[src/rtl/adc_scan_scheduler.sv]
// adc_scan_scheduler
//
// Periodic multi-channel sampling scheduler in front of the 8-bit ADC
// control block. Each period tick starts a scan of the enabled mux channels
// in ascending order. Each channel gets a settle wait, a single conversion
// request and a bounded wait for the result. Results are tagged with their
// channel and queued in a show-ahead FIFO for the downstream stream port.
//
// Ports
//   clk_100M     system clock, rising edge
//   reset        asynchronous active-low reset
//   enable       scheduler enable
//   ch_mask      per-channel enable, bit i = channel i
//   period       scan-start interval in cycles (0 behaves as 1)
//   clr_err      clears the sticky error flags
//   mux_sel      analog mux channel select (holds between scans)
//   adc_start    one-cycle conversion request
//   adc_ready    one-cycle result strobe, adc_data valid
//   adc_data     conversion result
//   smp_valid    FIFO head valid
//   smp_ready    downstream accept
//   smp_data     FIFO head sample
//   smp_ch       FIFO head channel tag
//   busy         scan in progress
//   overflow     sticky: sample dropped on a full FIFO
//   timeout_err  sticky: conversion timed out
//   overrun      sticky: period tick arrived during a scan
//
// State      | meaning
// -----------+------------------------------------------------------------
// IDLE       | scheduler disabled
// WAIT_TICK  | enabled, waiting for the next period tick
// SELECT     | mux_sel driven, settle countdown running
// START      | adc_start asserted for this single cycle
// WAIT_CONV  | waiting for adc_ready, timeout countdown running
// NEXT       | pick next channel of the latched mask, or end the scan

module adc_scan_scheduler #(
    parameter int NUM_CH         = 4,
    parameter int CH_W           = 2,
    parameter int PERIOD_W       = 16,
    parameter int SETTLE_CYCLES  = 8,
    parameter int TIMEOUT_CYCLES = 1024,
    parameter int FIFO_DEPTH     = 4
) (
    input  logic                clk_100M,
    input  logic                reset,
    input  logic                enable,
    input  logic [NUM_CH-1:0]   ch_mask,
    input  logic [PERIOD_W-1:0] period,
    input  logic                clr_err,
    output logic [CH_W-1:0]     mux_sel,
    output logic                adc_start,
    input  logic                adc_ready,
    input  logic [7:0]          adc_data,
    output logic                smp_valid,
    input  logic                smp_ready,
    output logic [7:0]          smp_data,
    output logic [CH_W-1:0]     smp_ch,
    output logic                busy,
    output logic                overflow,
    output logic                timeout_err,
    output logic                overrun
);

    localparam int CNT_MAX = (SETTLE_CYCLES > TIMEOUT_CYCLES) ? SETTLE_CYCLES : TIMEOUT_CYCLES;
    localparam int CNT_W   = $clog2(CNT_MAX + 1);
    localparam int PTR_W   = $clog2(FIFO_DEPTH);
    localparam int ENT_W   = CH_W + 8;

    typedef enum logic [2:0] {
        S_IDLE,
        S_WAIT_TICK,
        S_SELECT,
        S_START,
        S_WAIT_CONV,
        S_NEXT
    } state_t;

    // ------------------------------------------------------------------
    // Period timer
    // ------------------------------------------------------------------
    // tmr_live is clear out of reset so the timer reads as the reload value
    // without needing an asynchronous load from the period input.
    logic [PERIOD_W-1:0] tmr_cnt;
    logic [PERIOD_W-1:0] tmr_cur;
    logic [PERIOD_W-1:0] tmr_reload;
    logic                tmr_live;
    logic                tick;

    always_comb begin
        tmr_reload = (period == '0) ? '0 : period - PERIOD_W'(1);
        tmr_cur    = tmr_live ? tmr_cnt : tmr_reload;
        tick       = enable && (tmr_cur == '0);
    end

    always_ff @(posedge clk_100M or negedge reset) begin
        if (!reset) begin
            tmr_cnt  <= '0;
            tmr_live <= 1'b0;
        end else begin
            tmr_live <= 1'b1;
            if (!enable || tick) begin
                tmr_cnt <= tmr_reload;
            end else begin
                tmr_cnt <= tmr_cur - PERIOD_W'(1);
            end
        end
    end

    // ------------------------------------------------------------------
    // Scan FSM
    // ------------------------------------------------------------------
    function automatic logic [CH_W-1:0] lowest_ch(input logic [NUM_CH-1:0] m);
        lowest_ch = '0;
        for (int i = NUM_CH - 1; i >= 0; i--) begin
            if (m[i]) begin
                lowest_ch = CH_W'(i);
            end
        end
    endfunction

    state_t            state, state_nxt;
    logic [CNT_W-1:0]  cnt, cnt_nxt;
    logic [NUM_CH-1:0] scan_mask, scan_mask_nxt;
    logic [CH_W-1:0]   ch_q, ch_nxt;
    logic              push_req;
    logic              timeout_set;

    always_ff @(posedge clk_100M or negedge reset) begin
        if (!reset) begin
            state     <= S_IDLE;
            cnt       <= '0;
            scan_mask <= '0;
            ch_q      <= '0;
        end else begin
            state     <= state_nxt;
            cnt       <= cnt_nxt;
            scan_mask <= scan_mask_nxt;
            ch_q      <= ch_nxt;
        end
    end

    // scan_mask holds only the channels still to be visited: each bit is
    // cleared as its channel is selected, so NEXT just takes the lowest one.
    always_comb begin
        state_nxt     = state;
        cnt_nxt       = cnt;
        scan_mask_nxt = scan_mask;
        ch_nxt        = ch_q;
        push_req      = 1'b0;
        timeout_set   = 1'b0;

        case (state)
            S_IDLE: begin
                if (enable) begin
                    state_nxt = S_WAIT_TICK;
                end
            end

            S_WAIT_TICK: begin
                if (!enable) begin
                    state_nxt = S_IDLE;
                end else if (tick && (ch_mask != '0)) begin
                    ch_nxt        = lowest_ch(ch_mask);
                    scan_mask_nxt = ch_mask & (ch_mask - NUM_CH'(1));
                    cnt_nxt       = CNT_W'(SETTLE_CYCLES - 1);
                    state_nxt     = S_SELECT;
                end
            end

            S_SELECT: begin
                if (cnt == '0) begin
                    state_nxt = S_START;
                end else begin
                    cnt_nxt = cnt - CNT_W'(1);
                end
            end

            S_START: begin
                cnt_nxt   = CNT_W'(TIMEOUT_CYCLES - 1);
                state_nxt = S_WAIT_CONV;
            end

            S_WAIT_CONV: begin
                // A result arriving in the last allowed cycle still counts.
                if (adc_ready) begin
                    push_req  = 1'b1;
                    state_nxt = S_NEXT;
                end else if (cnt == '0) begin
                    timeout_set = 1'b1;
                    state_nxt   = S_NEXT;
                end else begin
                    cnt_nxt = cnt - CNT_W'(1);
                end
            end

            S_NEXT: begin
                if (scan_mask != '0) begin
                    ch_nxt        = lowest_ch(scan_mask);
                    scan_mask_nxt = scan_mask & (scan_mask - NUM_CH'(1));
                    cnt_nxt       = CNT_W'(SETTLE_CYCLES - 1);
                    state_nxt     = S_SELECT;
                end else if (enable) begin
                    state_nxt = S_WAIT_TICK;
                end else begin
                    state_nxt = S_IDLE;
                end
            end

            default: begin
                state_nxt = S_IDLE;
            end
        endcase
    end

    assign mux_sel   = ch_q;
    assign adc_start = (state == S_START);
    assign busy      = (state == S_SELECT) || (state == S_START) ||
                       (state == S_WAIT_CONV) || (state == S_NEXT);

    // ------------------------------------------------------------------
    // Sample FIFO (show-ahead)
    // ------------------------------------------------------------------
    // Pointers carry one extra wrap bit to tell full from empty.
    logic [ENT_W-1:0] mem [FIFO_DEPTH];
    logic [PTR_W:0]   wr_ptr;
    logic [PTR_W:0]   rd_ptr;
    logic             fifo_empty;
    logic             fifo_full;
    logic             pop;
    logic             push;
    logic             ovf_set;
    logic [ENT_W-1:0] head;

    always_comb begin
        fifo_empty = (wr_ptr == rd_ptr);
        fifo_full  = (wr_ptr[PTR_W] != rd_ptr[PTR_W]) &&
                     (wr_ptr[PTR_W-1:0] == rd_ptr[PTR_W-1:0]);
        pop        = !fifo_empty && smp_ready;
        // A pop in the same cycle frees the slot the push needs.
        push       = push_req && (!fifo_full || pop);
        ovf_set    = push_req && fifo_full && !pop;
        head       = mem[rd_ptr[PTR_W-1:0]];
    end

    always_ff @(posedge clk_100M or negedge reset) begin
        if (!reset) begin
            wr_ptr <= '0;
            rd_ptr <= '0;
        end else begin
            if (push) begin
                wr_ptr <= wr_ptr + (PTR_W+1)'(1);
            end
            if (pop) begin
                rd_ptr <= rd_ptr + (PTR_W+1)'(1);
            end
        end
    end

    always_ff @(posedge clk_100M) begin
        if (push) begin
            mem[wr_ptr[PTR_W-1:0]] <= {ch_q, adc_data};
        end
    end

    // Head is gated so the stream outputs read zero whenever nothing is held.
    assign smp_valid = !fifo_empty;
    assign smp_data  = smp_valid ? head[7:0]         : '0;
    assign smp_ch    = smp_valid ? head[ENT_W-1:8]   : '0;

    // ------------------------------------------------------------------
    // Sticky flags: a set event in the same cycle as clr_err wins.
    // ------------------------------------------------------------------
    always_ff @(posedge clk_100M or negedge reset) begin
        if (!reset) begin
            overflow    <= 1'b0;
            timeout_err <= 1'b0;
            overrun     <= 1'b0;
        end else begin
            overflow    <= ovf_set     || (overflow    && !clr_err);
            timeout_err <= timeout_set || (timeout_err && !clr_err);
            overrun     <= (tick && busy) || (overrun && !clr_err);
        end
    end

endmodule

[config.mk]
export PLATFORM = sky130hd
export DESIGN_NAME = adc_scan_scheduler
export DESIGN_NICKNAME = d
export VERILOG_FILES = /design/src/rtl/adc_scan_scheduler.sv
export SDC_FILE = /design/constraint.sdc
export NUM_CORES = 1
export LEC_CHECK = 0
export ABC_AREA = 1
export CORE_ASPECT_RATIO = 1.5
export CORE_MARGIN = 3
export CORE_UTILIZATION = 40
export DETAILED_ROUTE_END_ITERATION = 8
export HOLD_SLACK_MARGIN = 0.02
export PLACE_DENSITY = 0.56
export SETUP_SLACK_MARGIN = 0.05
export SLEW_MARGIN = 10
export SYNTH_ARGS = -nofsm -noshare
export SYNTH_HDL_FRONTEND = slang
export SYNTH_SLANG_ARGS = --single-unit
[constraint.sdc]
create_clock -name clk_100M -period 2.55 [get_ports clk_100M]
set_input_delay 0.255 -clock clk_100M [delete_from_list [all_inputs] [get_ports clk_100M]]
set_output_delay 0.255 -clock clk_100M [all_outputs]
set_load 0.005 [all_outputs]
### Routing congestion, run 1

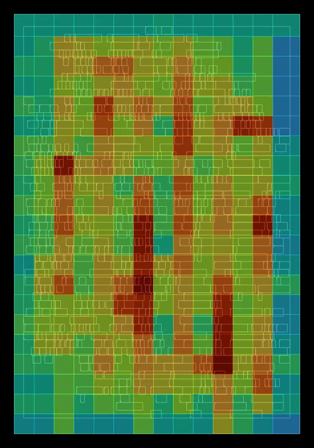
end-of-flow core utilization: 55.4%
gr busiest metal: met2
gr usage total: 18.3%

### Sequential cells coloured by netlist name, run 1

Bar = 20 µm. Other sequential cells in the stronger grey, the rest of the logic in the fainter grey.
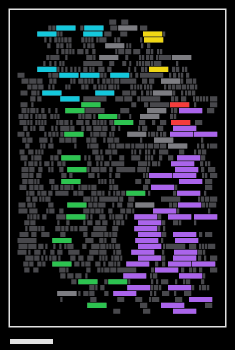
legend:
  mem:
    colour: purple
    placed_flops: 40
  mux_sel:
    colour: red
    placed_flops: 2
  tmr_cnt:
    colour: green
    placed_flops: 16
  state:
    colour: yellow
    placed_flops: 3
  cnt:
    colour: cyan
    placed_flops: 11
flop share of the area: 33.4%
Flop area: 0.00233 mm²
sequential power: 1.86 mW

### Signal wires on met2, run 1

Bar = 20 µm.
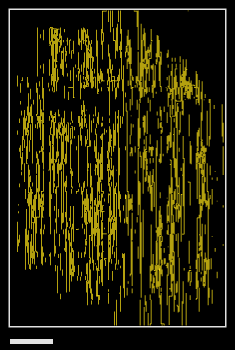
main direction: vertical
share of all routed wire: 52%
wire length on this layer: 6790 µm
grt met2 use: 32.4%
Total Wirelength: 13.0 mm
vias post-DR: 4785

### Metal 3, run 1

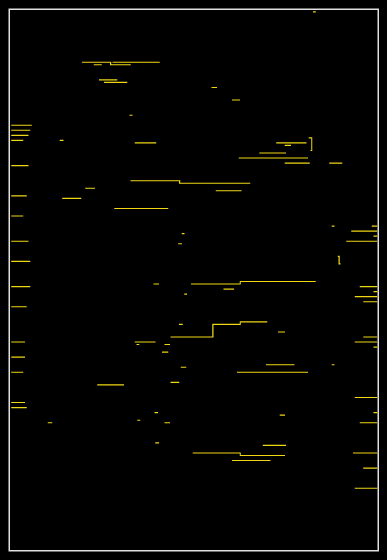
share of all routed wire: 3.5%
wire length on this layer: 453 µm
GR Util met3: 2.59%

## run 1: repair_timing
item	CTS	global route
resized	3	46
setup endpoints to repair	10	45
pin swaps	0	21
hold endpoints to repair	7	0
setup buffers	0	1
hold buffers	1	0
## run 1: stage by stage
step                TNS [ps]  hold slack, ps  utilization [%]
detailed placement    -10090             132             51.5
finish                     0             325             55.4
global placement       -8050             129             51.5
CTS                        0             317             54.1
global route           -40.9             331             55.4
floorplan                  0           -40.6                -
## run 1: critical path: stages (launching register included)
cell	delay, ps
dfrtp_1	430
inv_1	110
nor3_1	220
inv_1	250
nand3_1	210
clkdlybuf4s50_1	530
## run 1: metal layers
layer  global-route usage [%]  wire length [µm]  up-vias
li1                         -                 -     2390
met1                     21.9              5340     2247
met2                     32.4              6790      118
met3                     2.59               452       30
met4                     7.59               427        0
met5                        0                 0        -
==> qor.yml, run 1 <==
run_status: "finished, final reports clean"
fin_total_pwr_mw: 5.81
period_used_pct: 92.2
ys_types: 41
r2r_start: "tmr_live"
largestClassByArea: "multi-input combinational cells"
warnings: 31
intPower_mw: 3.67
grt_max_degree: 39
worstSkewPairLatency_ps: 340
switching_share_pct: 36.8
comb_area_share_pct: 37.9
coreArea_mm2: 0.0126
top_cell_area_share_pct: 23.1
r2r_end: "scan_mask[2]"
first_pass_iters: 6
critPathCaptureType: "output port"
critPathMaxFanout: 12
cp-endpoint: "busy"
grt_pass1_vias: 4648
combPwrFrac_pct: 43.9
synth.net_count: 689
fp.dieW_um: 99.1
synthCells: 646
final_net_count: 825
pre_cts_slack_ps: -454
tightest_slew_ps: 523
antenna_cells: 0
fin_cells: 943
cts_root_buf: "clkbuf_16"
comb_cells: 470
logic_area_mm2: 0.00264
max_cap_viol_count: 0
netlist_area_mm2: 0.00520
buffer_area_share_pct: 17.3
wl_per_cell_um: 13.8
place_hpwl_mm: 9.73
drt-initial-drc-count: 176
yosys.area_share.simple_pct: 32.0
top_area_cell: "edfxtp_1"
clkCellAreaFrac_pct: 4.53
common_cells: "147 x nand2_1, 87 x nor2_1, 71 x inv_1, 51 x nand3_1, 45 x dfrtp_1"
avgSynthCellArea_um2: 8.05
ctsHtreeMaxLevel: 3
die-area_mm2: 0.0144
antenna_found_initial: 0
comb_cell_power_mw: 2.55
synth.area.top_cells: "edfxtp_1 23%, dfrtp_1 22%, nand2_1 11%"
ys_sh_aoi_pct: 9.79
most_common_cell: "nand2_1"
synth-edff-count: 40
yosys-dominant-comb-family: "simple AND/OR/NAND/NOR gates"
syn2layout_area_growth_pct: 33.9
dp_cells: 925
ant_nets: 0
cts_tree: "built"
report.final.hold_viol_count: 0
r2r_cells: 11
xor_share_pct: 3.70
lay_top_count: "nand2_1"
async_flop_share_pct: 52.9
cts.sinks: 85
max-vdd-ir-drop_mv: 0.377
hold_class: "input pin to async pin"
### Gate-type map, run 1

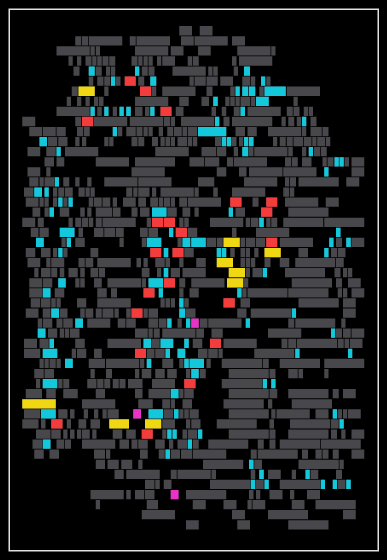

--- run 2 (diff from run 1) ---
--- a/config.mk
+++ b/config.mk
@@ -17,3 +17,4 @@
 export SYNTH_ARGS = -nofsm -noshare
 export SYNTH_HDL_FRONTEND = slang
 export SYNTH_SLANG_ARGS = --single-unit
+export TNS_END_PERCENT = 50
### Gate-type map, run 2

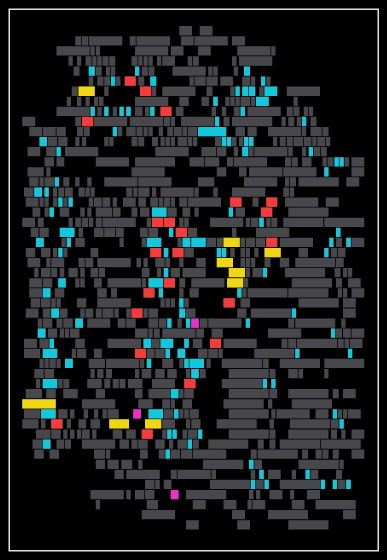
legend:
  fa/ha/maj cells:
    colour: yellow
    cells: 9
  and/or cells:
    colour: magenta
    cells: 3
  xor and xnor cells:
    colour: red
    cells: 22
  nor cells:
    colour: cyan
    cells: 111
    where: all over the die
post-route insts no fill: 943
most frequent logic cell in the layout: nand2_1

==> run 2 against run 1 <==
Effect of this change:
- register-to-register slack is essentially flat
- cell area is the same
- via count rose by 0.21%
- clock power about the same
- global-route usage is the same
- core utilization unchanged
- flip-flop count is the same
- sequential share of layout area stayed put
- final cell count unchanged
- synthesized cell count unchanged
- clock-buffer cell count unchanged
- largest cell class unchanged
- die size is the same
==> qor.yml, run 2 <==
max_cap_viol_count: 0  # unchanged
most_common_cell: "nand2_1"
comb_cell_power_mw: 2.54  # about the same
whs_ps: 325  # +0.387 ps
met1_usage_pct: 21.9  # unchanged
pg_seq_mw: 1.86  # about the same
common_cells: "147 x nand2_1, 87 x nor2_1, 71 x inv_1, 51 x nand3_1, 45 x dfrtp_1"
antenna_cells: 0  # unchanged
top_layer: "met4"
flop_area_mm2: 0.00233  # unchanged
place_hpwl_mm: 9.73  # unchanged
synth.net_count: 689  # unchanged
clkCellAreaFrac_pct: 4.53  # unchanged
worstSkewPairLatency_ps: 340  # about the same
clockBufferDepth: 2
coreArea_mm2: 0.0126  # unchanged
grt_max_degree: 39  # unchanged
combPwrFrac_pct: 43.8  # about the same
grtUsageTotal_pct: 18.3  # unchanged
grt_use_met3_pct: 2.59  # unchanged
top_cell_area_share_pct: 23.1  # unchanged
intPower_mw: 3.67  # about the same
comb_cells: 470  # unchanged
rows: 50
critPathCaptureType: "output port"
crit_chain: "inv_1 > nor3_2 > inv_1 > nand3_1 > clkdlybuf4s50_1"
antenna_found_initial: 0  # unchanged
final_net_count: 825  # unchanged
fp.dieW_um: 99.1  # unchanged
cpMostUsedCell: "inv_1"
buffer_area_share_pct: 17.4  # +0.090 points
dr_wl_met2_mm: 6.81  # +0.27%
report.final.hold_viol_count: 0  # unchanged
wl_per_cell_um: 13.8  # +0.11%
run_status: "finished, final reports clean"
period_used_pct: 93.6  # +1.4 points
wl_met3_um: 511  # +13%
grt-busiest-layer: "met2"
grt_pass1_vias: 4648  # unchanged
dp_cells: 925  # unchanged
pre_cts_slack_ps: -454  # unchanged
setup_viol: 0
cts_tree: "built"
tightest_slew_ps: 526  # +3.29 ps
final_util_pct: 55.4  # unchanged
max-vdd-ir-drop_mv: 0.378  # +0.28%
largestClassByArea: "multi-input combinational cells"
async_flop_share_pct: 52.9  # unchanged
layout.non_clock_buffers: 142
synth.area.top_cells: "edfxtp_1 23%, dfrtp_1 22%, nand2_1 11%"
synth-edff-count: 40  # unchanged
warnings: 31  # unchanged
first_pass_iters: 5  # -1
critPathMaxFanout: 8  # -4
netlist_area_mm2: 0.00520  # unchanged
synth_warnings: 0
syn2layout_area_growth_pct: 33.9  # unchanged
die-area_mm2: 0.0144  # unchanged
worst_path_max_delay_cell: "clkdlybuf4s50_1"
avgSynthCellArea_um2: 8.05  # unchanged
switching_share_pct: 36.7  # -0.054 points
comb_area_share_pct: 37.8  # -0.090 points
cts.sinks: 85  # unchanged
fin_total_pwr_mw: 5.80  # -0.15%
seq_share_pct: 33.4  # unchanged
drt-initial-drc-count: 183  # +4.0%
hold_class: "input pin to async pin"
met2_usage_pct: 32.4  # unchanged
ys_types: 41  # unchanged
logic_area_mm2: 0.00264  # -0.24%
synthCells: 646  # unchanged
### Metal 3, run 2

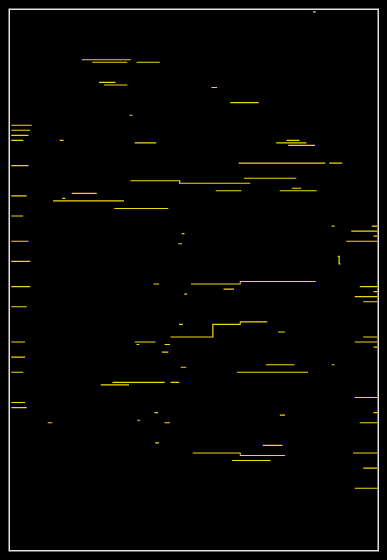
longest straight run: 23.0 µm
main direction: horizontal
wire length on this layer: 511 µm
share of all routed wire: 3.9%
nets with wire on the layer: 71
Total Wirelength: 13.0 mm
vias post-DR: 4795

-- run 2: cell counts after synthesis --
Identical to the previous run, type by type.
-- run 2: cell families after synthesis --
group	Yosys count	synth area share [%]
fa+ha+maj	9	2.16
simple gates	354	32.0
flops	85	44.7
compound gates	84	9.79
buf+inv	91	7.58
other cells	1	0.0721
xor+xnor	22	3.70
-- run 2: path summary, 6_finish.rpt --
path,to,cells past startpoint,from
max reg2reg,scan_mask[2],11,tmr_live
max in group asynchronous,tmr_cnt[15],3,reset
min reg2reg,wr_ptr[2],1,wr_ptr[2]
max,busy,5,state[0]
min in group clk_100M,tmr_cnt[0],6,period[0]
min,tmr_cnt[2],2,reset
-- run 2: what timing repair did --
item,CTS,global route
endpoints found under the setup margin,10,45
resized,3,46
hold buffers,1,0
pin swaps,0,22
setup buffers,0,1
hold endpoints to repair,7,0
### Routing congestion, run 2

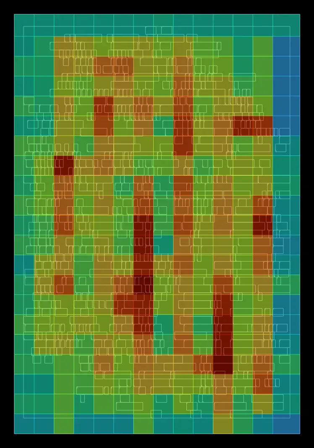

--- run 3 (diff from run 2) ---
--- a/config.mk
+++ b/config.mk
@@ -5,7 +5,6 @@
 export SDC_FILE = /design/constraint.sdc
 export NUM_CORES = 1
 export LEC_CHECK = 0
-export ABC_AREA = 1
 export CORE_ASPECT_RATIO = 1.5
 export CORE_MARGIN = 3
 export CORE_UTILIZATION = 40
==> constraint.sdc (replaced) <==
create_clock -name clk_100M -period 3 [get_ports clk_100M]
set_input_delay 0.3 -clock clk_100M [delete_from_list [all_inputs] [get_ports clk_100M]]
set_output_delay 0.3 -clock clk_100M [all_outputs]
set_load 0.005 [all_outputs]
### Routing congestion, run 3

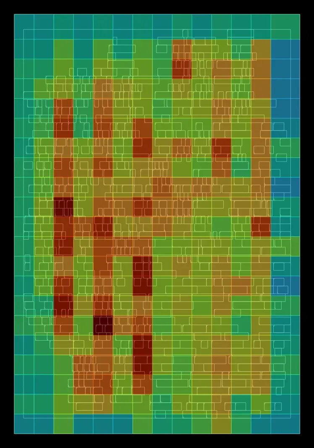
grt met2 use: 36.5%
grt met1 use: 22.5%
end-of-flow core utilization: 56.2%

### Gate-type map, run 3

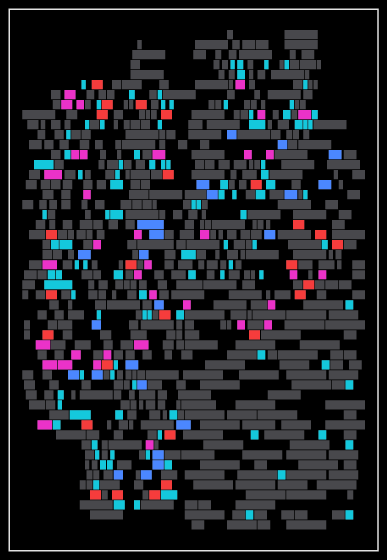
fraction of area in multi-input gates: 41.0%
most frequent logic cell in the layout: buf_4
post-route insts no fill: 834

==> run 3 against run 2 <==
Effect of this change:
- critical endpoint is now tmr_cnt[9]
- sequential power down 25%
- clock power down 23%
- core utilization up 0.76 points
- sequential share of layout area down 0.78 points
- flip-flop count unchanged
- synthesized area up 1.5%
==> qor.yml, run 3 <==
run_status: "finished, final reports clean"
synth_warnings: 0  # unchanged
max_cap_viol_count: 0  # unchanged
wl_mm: 14.1  # +8.0%
cp-endpoint: "tmr_cnt[9]"
period_used_pct: 95.7
synth.net_count: 578  # -16%
cts.sinks: 85  # unchanged
path_depth: 15  # +10
netlist_area_mm2: 0.00528  # +1.5%
worst_path_max_delay_cell: "or4b_4"
grt-busiest-layer: "met2"
crit_chain: "dlygate4sd2_1 > inv_2 > ha_4 > or4b_4 > buf_4 > o21ai_0 > o21ai_1 > o21a_1 > a2111o_1 > o21ai_2 > buf_6 > buf_12 > buf_4 > a21oi_1 > o22ai_1"
warnings: 31  # unchanged
grt_pass1_vias: 4736  # +1.9%
flop_area_mm2: 0.00233  # unchanged
critPathMaxFanout: 5  # -3
report.final.hold_viol_count: 0  # unchanged
coreArea_mm2: 0.0127  # +0.99%
ys_types: 81  # +98%
grt_max_degree: 33  # -15%
r2r_start: "cnt[0]"
syn2layout_area_growth_pct: 35.0
clockBufferDepth: 2  # unchanged
r2r_cells: 11  # unchanged
tightest_slew_ps: 744  # +218 ps
first_pass_iters: 4  # -1
largestClassByArea: "multi-input combinational cells"
antenna_found_initial: 0  # unchanged
wl_per_cell_um: 16.9  # +22%
dp_cells: 801  # -13%
startpoint: "period[1]"
layout.non_clock_buffers: 157  # +11%
synth-edff-count: 40  # unchanged
top_cell_area_share_pct: 22.7  # -0.35 points
r2r_end: "state[0]"
worstSkewPairLatency_ps: 340  # about the same
whs_ps: 16.7  # -308 ps
comb_cells: 403  # -14%
dr_wl_met2_mm: 7.60  # +12%
place_hpwl_mm: 10.4  # +6.5%
clkCellAreaFrac_pct: 4.12  # -0.40 points
hold_class: "input pin to async pin"
## run 3: cell count changes in the layout (fill, tap and decap cells not counted), sizes merged, moves of 13 or more
cell / change
buf: +16
nand2: -132
nor2b: +15
nor2: -48
a21oi: +26
nand3: -43
inv: -55
o21ai: -13
## run 3: logic make-up after synthesis
group | Yosys count | synth area share, %
buf+inv | 47 | 3.65
other cells | 1 | 0.0710
compound gates | 146 | 19.0
mux | 20 | 6.49
fa+ha+maj | 9 | 2.13
xor+xnor | 26 | 4.31
flops | 85 | 44.1
simple gates | 201 | 20.3
## run 3: report_power, final
part | internal (mW) | switching (mW) | leakage [nW]
sequential | 1.30 | 0.0894 | 0.888
combinational | 0.647 | 0.524 | 1.83
clock | 0.583 | 0.497 | 0.143
total | 2.53 | 1.11 | 2.86
No activity file was given, so power comes from the tool's default toggle rates.
